clock_wires.png
The bar under the picture is 100 um long.
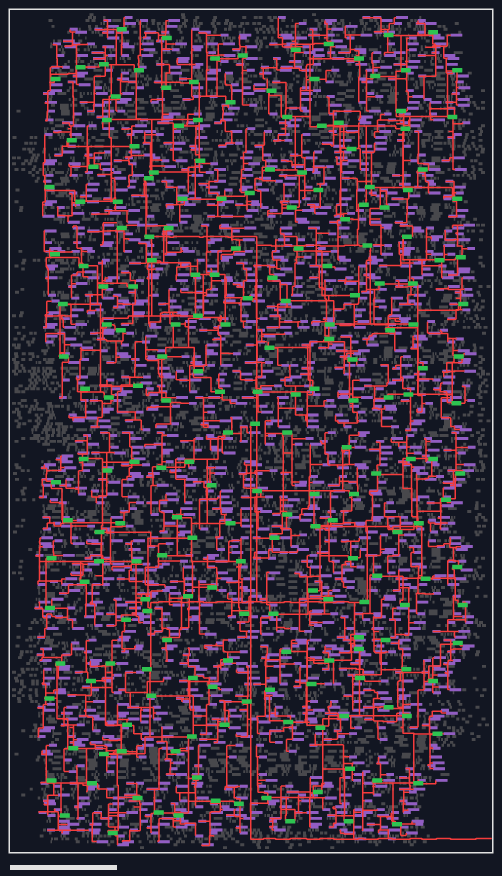
layers.png
The bar under the picture is 100 um long.
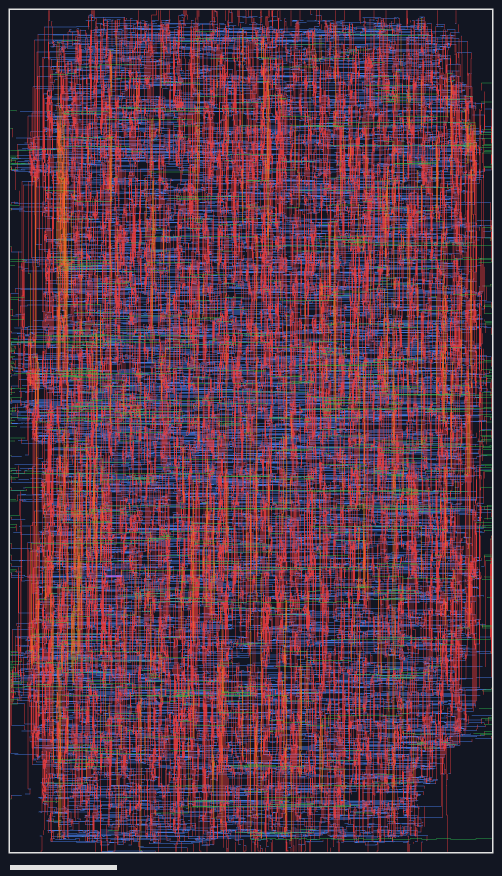
clock_nets.png
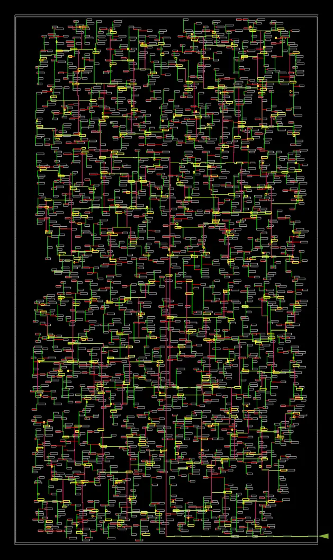
## config.mk

```make
export PLATFORM = sky130hd
export DESIGN_NAME = y86_regfile_mp
export DESIGN_NICKNAME = d
export VERILOG_FILES = /design/src/rtl/y86_pkg.sv /design/src/rtl/y86_rf_dump.sv /design/src/rtl/y86_regfile_mp.sv
export SDC_FILE = /design/constraint.sdc
export NUM_CORES = 2
export LEC_CHECK = 0
export CAP_MARGIN = 20
export CELL_PAD_IN_SITES_DETAIL_PLACEMENT = 1
export CELL_PAD_IN_SITES_GLOBAL_PLACEMENT = 2
export CORE_ASPECT_RATIO = 1.75
export CORE_MARGIN = 1
export CORE_UTILIZATION = 30
export DETAILED_ROUTE_END_ITERATION = 10
export PLACE_DENSITY_LB_ADDON = 0.05
export SETUP_SLACK_MARGIN = 0.5
export SYNTH_ARGS = -nofsm -noshare
export SYNTH_HDL_FRONTEND = slang
export SYNTH_SLANG_ARGS = --single-unit
```

## constraint.sdc

```tcl
create_clock -name clk -period 68.7 [get_ports clk]
set_clock_uncertainty 0.2 [all_clocks]
set_input_delay 6.87 -clock clk [delete_from_list [all_inputs] [get_ports clk]]
set_output_delay 6.87 -clock clk [all_outputs]
set_load 0.02 [all_outputs]
```

## src/rtl/y86_pkg.sv

```systemverilog
// Shared Y86-64 definitions: register indices, instruction codes and the
// dump FSM state type used by the register file and its callers.
package y86_pkg;

    // Register index meaning "no register" on read and write ports.
    localparam logic [3:0] RNONE = 4'hF;

    // Architectural register indices.
    localparam logic [3:0] RRAX = 4'h0;
    localparam logic [3:0] RRCX = 4'h1;
    localparam logic [3:0] RRDX = 4'h2;
    localparam logic [3:0] RRBX = 4'h3;
    localparam logic [3:0] RSP  = 4'h4;
    localparam logic [3:0] RRBP = 4'h5;
    localparam logic [3:0] RRSI = 4'h6;
    localparam logic [3:0] RRDI = 4'h7;
    localparam logic [3:0] RR8  = 4'h8;
    localparam logic [3:0] RR9  = 4'h9;
    localparam logic [3:0] RR10 = 4'hA;
    localparam logic [3:0] RR11 = 4'hB;
    localparam logic [3:0] RR12 = 4'hC;
    localparam logic [3:0] RR13 = 4'hD;
    localparam logic [3:0] RR14 = 4'hE;

    // Instruction codes used by the decode / write-back stages to choose
    // srcA/srcB/dstE/dstM.
    localparam logic [3:0] I_HALT   = 4'h0;
    localparam logic [3:0] I_NOP    = 4'h1;
    localparam logic [3:0] I_RRMOVQ = 4'h2;
    localparam logic [3:0] I_IRMOVQ = 4'h3;
    localparam logic [3:0] I_RMMOVQ = 4'h4;
    localparam logic [3:0] I_MRMOVQ = 4'h5;
    localparam logic [3:0] I_OPQ    = 4'h6;
    localparam logic [3:0] I_JXX    = 4'h7;
    localparam logic [3:0] I_CALL   = 4'h8;
    localparam logic [3:0] I_RET    = 4'h9;
    localparam logic [3:0] I_PUSHQ  = 4'hA;
    localparam logic [3:0] I_POPQ   = 4'hB;

    // Dump engine states.
    typedef enum logic {
        DUMP_IDLE = 1'b0,
        DUMP_SEND = 1'b1
    } dump_state_t;

    // True when a (zero-extended) register index addresses a real register.
    function automatic logic idx_valid(input logic [31:0] idx, input int nregs);
        return idx < nregs;
    endfunction

endpackage

```

## src/rtl/y86_rf_dump.sv

```systemverilog
// Snapshot dump engine: captures the whole register file in one cycle and
// streams it out one word per accepted handshake, independent of later writes.
module y86_rf_dump
    import y86_pkg::*;
#(
    parameter int DATA_W = 64,
    parameter int NREGS  = 15,
    parameter int ADDR_W = 4
) (
    input  logic              clk,
    input  logic              reset,
    input  logic [DATA_W-1:0] live_next [NREGS],
    input  logic              dump_start,
    output logic              dump_valid,
    input  logic              dump_ready,
    output logic [ADDR_W-1:0] dump_idx,
    output logic [DATA_W-1:0] dump_data,
    output logic              dump_done
);

    localparam logic [ADDR_W-1:0] LAST_IDX = ADDR_W'(NREGS - 1);

    dump_state_t       state_reg;
    logic [DATA_W-1:0] snap_reg [NREGS];
    logic [ADDR_W-1:0] idx_reg;
    logic [DATA_W-1:0] data_reg;
    logic              valid_reg;
    logic              done_reg;
    logic              capture;
    logic              accept;

    // A start is honoured only while idle; ready only matters while sending.
    assign capture = (state_reg == DUMP_IDLE) && dump_start;
    assign accept  = (state_reg == DUMP_SEND) && valid_reg && dump_ready;

    // Snapshot takes the post-write array so a same-edge write is included.
    always_ff @(posedge clk) begin
        if (!reset && capture) begin
            for (int i = 0; i < NREGS; i++) begin
                snap_reg[i] <= live_next[i];
            end
        end
    end

    // Dump FSM with registered handshake outputs; dump_data is read from the
    // snapshot one word ahead so no path exists from dump_ready to outputs.
    always_ff @(posedge clk) begin
        if (reset) begin
            state_reg <= DUMP_IDLE;
            idx_reg   <= '0;
            data_reg  <= '0;
            valid_reg <= 1'b0;
            done_reg  <= 1'b0;
        end else begin
            done_reg <= 1'b0;
            case (state_reg)
                DUMP_IDLE: begin
                    if (capture) begin
                        state_reg <= DUMP_SEND;
                        idx_reg   <= '0;
                        data_reg  <= live_next[0];
                        valid_reg <= 1'b1;
                    end
                end
                DUMP_SEND: begin
                    if (accept) begin
                        if (idx_reg == LAST_IDX) begin
                            state_reg <= DUMP_IDLE;
                            idx_reg   <= '0;
                            data_reg  <= '0;
                            valid_reg <= 1'b0;
                            done_reg  <= 1'b1;
                        end else begin
                            idx_reg  <= idx_reg + 1'b1;
                            data_reg <= snap_reg[idx_reg + 1'b1];
                        end
                    end
                end
                default: begin
                    state_reg <= DUMP_IDLE;
                    valid_reg <= 1'b0;
                end
            endcase
        end
    end

    assign dump_valid = valid_reg;
    assign dump_idx   = idx_reg;
    assign dump_data  = data_reg;
    assign dump_done  = done_reg;

endmodule

```

## src/rtl/y86_regfile_mp.sv

```systemverilog
// Y86-64 register file: two combinational read ports with optional write
// bypass, two clocked write ports (dstM wins on collision), stall, and a
// snapshot dump port.
module y86_regfile_mp
    import y86_pkg::*;
#(
    parameter int                DATA_W   = 64,
    parameter int                NREGS    = 15,
    parameter int                ADDR_W   = 4,
    parameter int                BYPASS   = 1,
    parameter logic [DATA_W-1:0] RESET_SP = '0
) (
    input  logic              clk,
    input  logic              reset,
    input  logic [ADDR_W-1:0] srcA,
    input  logic [ADDR_W-1:0] srcB,
    output logic [DATA_W-1:0] valA,
    output logic [DATA_W-1:0] valB,
    input  logic [ADDR_W-1:0] dstE,
    input  logic [ADDR_W-1:0] dstM,
    input  logic [DATA_W-1:0] valE,
    input  logic [DATA_W-1:0] valM,
    input  logic              stall,
    input  logic              dump_start,
    output logic              dump_valid,
    input  logic              dump_ready,
    output logic [ADDR_W-1:0] dump_idx,
    output logic [DATA_W-1:0] dump_data,
    output logic              dump_done
);

    logic [DATA_W-1:0] regs_reg  [NREGS];
    logic [DATA_W-1:0] regs_next [NREGS];
    logic              src_a_ok;
    logic              src_b_ok;

    // Per-register next value: dstM checked first so popq %rsp keeps valM.
    generate
        for (genvar gi = 0; gi < NREGS; gi++) begin : g_next
            assign regs_next[gi] =
                (!stall && (dstM == ADDR_W'(gi))) ? valM :
                (!stall && (dstE == ADDR_W'(gi))) ? valE :
                regs_reg[gi];
        end
    endgenerate

    // Array update; reset overrides any write presented in the same cycle.
    always_ff @(posedge clk) begin
        if (reset) begin
            for (int i = 0; i < NREGS; i++) begin
                regs_reg[i] <= (i == int'(RSP)) ? RESET_SP : '0;
            end
        end else begin
            for (int i = 0; i < NREGS; i++) begin
                regs_reg[i] <= regs_next[i];
            end
        end
    end

    assign src_a_ok = idx_valid(32'(srcA), NREGS);
    assign src_b_ok = idx_valid(32'(srcB), NREGS);

    // Read port A: out-of-range index reads zero, bypass gives dstM priority.
    always_comb begin
        valA = '0;
        if (src_a_ok) begin
            valA = regs_reg[srcA];
            if ((BYPASS != 0) && !stall) begin
                if (srcA == dstE) valA = valE;
                if (srcA == dstM) valA = valM;
            end
        end
    end

    // Read port B: same rules as port A.
    always_comb begin
        valB = '0;
        if (src_b_ok) begin
            valB = regs_reg[srcB];
            if ((BYPASS != 0) && !stall) begin
                if (srcB == dstE) valB = valE;
                if (srcB == dstM) valB = valM;
            end
        end
    end

    y86_rf_dump #(
        .DATA_W (DATA_W),
        .NREGS  (NREGS),
        .ADDR_W (ADDR_W)
    ) u_dump (
        .clk        (clk),
        .reset      (reset),
        .live_next  (regs_next),
        .dump_start (dump_start),
        .dump_valid (dump_valid),
        .dump_ready (dump_ready),
        .dump_idx   (dump_idx),
        .dump_data  (dump_data),
        .dump_done  (dump_done)
    );

endmodule

```

==> out/qor.txt <==
Crit path time final -> 18.89 ns
Gr ovfl total -> 0
Logic pwr share -> 0.112
Final Hold Viols -> 0
Post-Layout Cell Count -> 13.75k
EDFF count, synth -> 960
Final setup viols -> 0
Core area -> 347100 um2
Status -> finished, final reports clean
CP cell instances -> buf_8 -> buf_4 -> buf_4 -> buf_4 -> mux4_2 -> mux4_2 -> o2bb2ai_1 -> clkdlybuf4s50_1
RD Place Congestion -> 0.7844
Synth top area cells -> edfxtp_1, dfxtp_1, mux4_2, mux2i_1, and2_1
Vias in the first global route -> 84.38k
Number of antenna violations at the first check in global routing -> 29
VDD IR max -> 0.01976 mV
Util after Layout -> 0.3417
P_sw -> 771.3 uW
Total power -> 2850 uW
Area after DPL -> 111600 um2
Largest net degree at the start of global routing -> 154
Nets -> 9105
P_int -> 2079 uW
Die footprint -> 351600 um2
Via count -> 80.26k
H-Tree Depth -> 4
Most used logic cell in the final layout -> mux2i_1
CP endpoint kind -> output pin
Setup tns final -> 0 ns
Net Sw Frac -> 0.2706
Post-route ant nets -> 0
Setup CP Type -> in -> out
Largest stage delay, worst path -> 0.75 ns
Detailed placer's ending HPWL -> 313.1 mm
RSZ-0062 raised after global routing -> no
YS chip area -> 104700 um2
Leakage power -> 0.04232 uW
Crit-path slowest cell -> buf_4
Cell mode on critical path -> buf_4
Part of the cycle the worst path needs -> 0.2749
CTS-repair resized insts -> 0
Placed cell count -> 13.35k
Yosys warnings -> 0
Post-CTS setup buffers -> 0
About clock_wires.png:
clock wires: shown in red, length 32.3 mm. clock-net drivers: shown in green, count 215. flip-flops: shown in purple, count 1991.
There are 216 routed clock nets. Position of the flops: all over the die.
clock latency on the worst-skew pair: 0.91 ns
Clk power: 1210 uW
clock network power share: 0.424

About layers.png:
M5: shown in purple, wire length 13.8 um. M1: shown in blue, wire length 214 mm. M2: shown in red, wire length 266 mm. M3: shown in green, wire length 20.1 mm. M4: shown in orange, wire length 20.4 mm.
WL per Instance: 37.86 um
final wirelength: 520.5 mm
Tot GR Track Use: 0.2891

About clock_nets.png:
Sink Count: 1991
total CTS buffers: 215
clkbuf count: 300
flip-flops: 1991

[cell families after synthesis]
group           synth area share
xor+xnor                0.001744
flops                     0.4723
buf+inv                  0.04920
mux                       0.2535
simple gates             0.09632
fa+ha+maj              0.0002389
compound gates            0.1267
[synth_stat cells, drive strengths merged, types with 4 or more instances]
master and number:
or3 6, clkbuf 649, dfxtp 1031, nor3 12
a32o 23, o31ai 36, a311oi 37, nand2 474
a21oi 753, nand4b 4, and3 23, a32oi 9
o31a 4, nor2 881, a211o 10, nand2b 7
mux4 641, a31o 20, a31oi 25, o211ai 9
and2 644, nand3 49, o2bb2ai 145, a211oi 429
nor2b 24, a2bb2oi 15, edfxtp 960, o21a 22
mux2i 1210, or2 4, a22oi 132, xor2 18
o22ai 45, buf 433, nand4 10, o21ai 374
nor4 4
[per-stage QoR]
step	setup slack, ns	hold slack, ns
floorplan	18.37	0.3691
global placement	49.74	0.3036
detailed placement	49.71	0.3025
CTS	49.69	0.3119
global route	49.48	0.3321
finish	49.81	0.3104
[critical path: cells and delay by family]
family | cells | cell delay [ns]
buf+inv | 5 | 3.35
mux | 2 | 1.11
compound gates | 1 | 0.29
[power groups by stage]
stage / combinational [uW] / sequential [uW] / clock, uW
after floorplan: 182 / 1380 / 0
after global placement: 318 / 1350 / 0
after detailed placement: 322 / 1350 / 0
after CTS: 323 / 1320 / 1240
after global routing: 336 / 1330 / 1270
final: 319 / 1320 / 1210
[final timing paths]
kind / start / endpoint / slack, ns / cells after the start
worst max-delay path: srcB[0] / valB[32] / 49.81 / 8
worst min register to register: u_dump.dump_data[57] / u_dump.dump_data[57] / 0.31 / 2
worst max register to register: u_dump.state_reg / u_dump.snap_reg[10][9] / 63.42 / 6
worst min-delay path: u_dump.dump_data[57] / u_dump.dump_data[57] / 0.31 / 2
[layer usage]
| layer | share of wire | global-route usage |
|---|---|---|
| met2 | 0.51 | 0.5194 |
| met3 | 0.039 | 0.02923 |
| met5 | 0.000025 | 0 |
| met1 | 0.41 | 0.3554 |
| met4 | 0.039 | 0.1051 |
[cell type report]
cell class | instances | area (um2)
Sequential cell | 1991 | 49480
Multi-Input combinational cell | 6122 | 50570
Antenna cell | 11 | 27.53
Clock buffer | 300 | 6075
Tap cell | 4608 | 5766
Fill cell | 37266 | 228500
Timing Repair Buffer | 622 | 5781
Inverter | 2 | 15.01
Clock inverter | 91 | 878.3
Power and IR drop assume default switching activity.
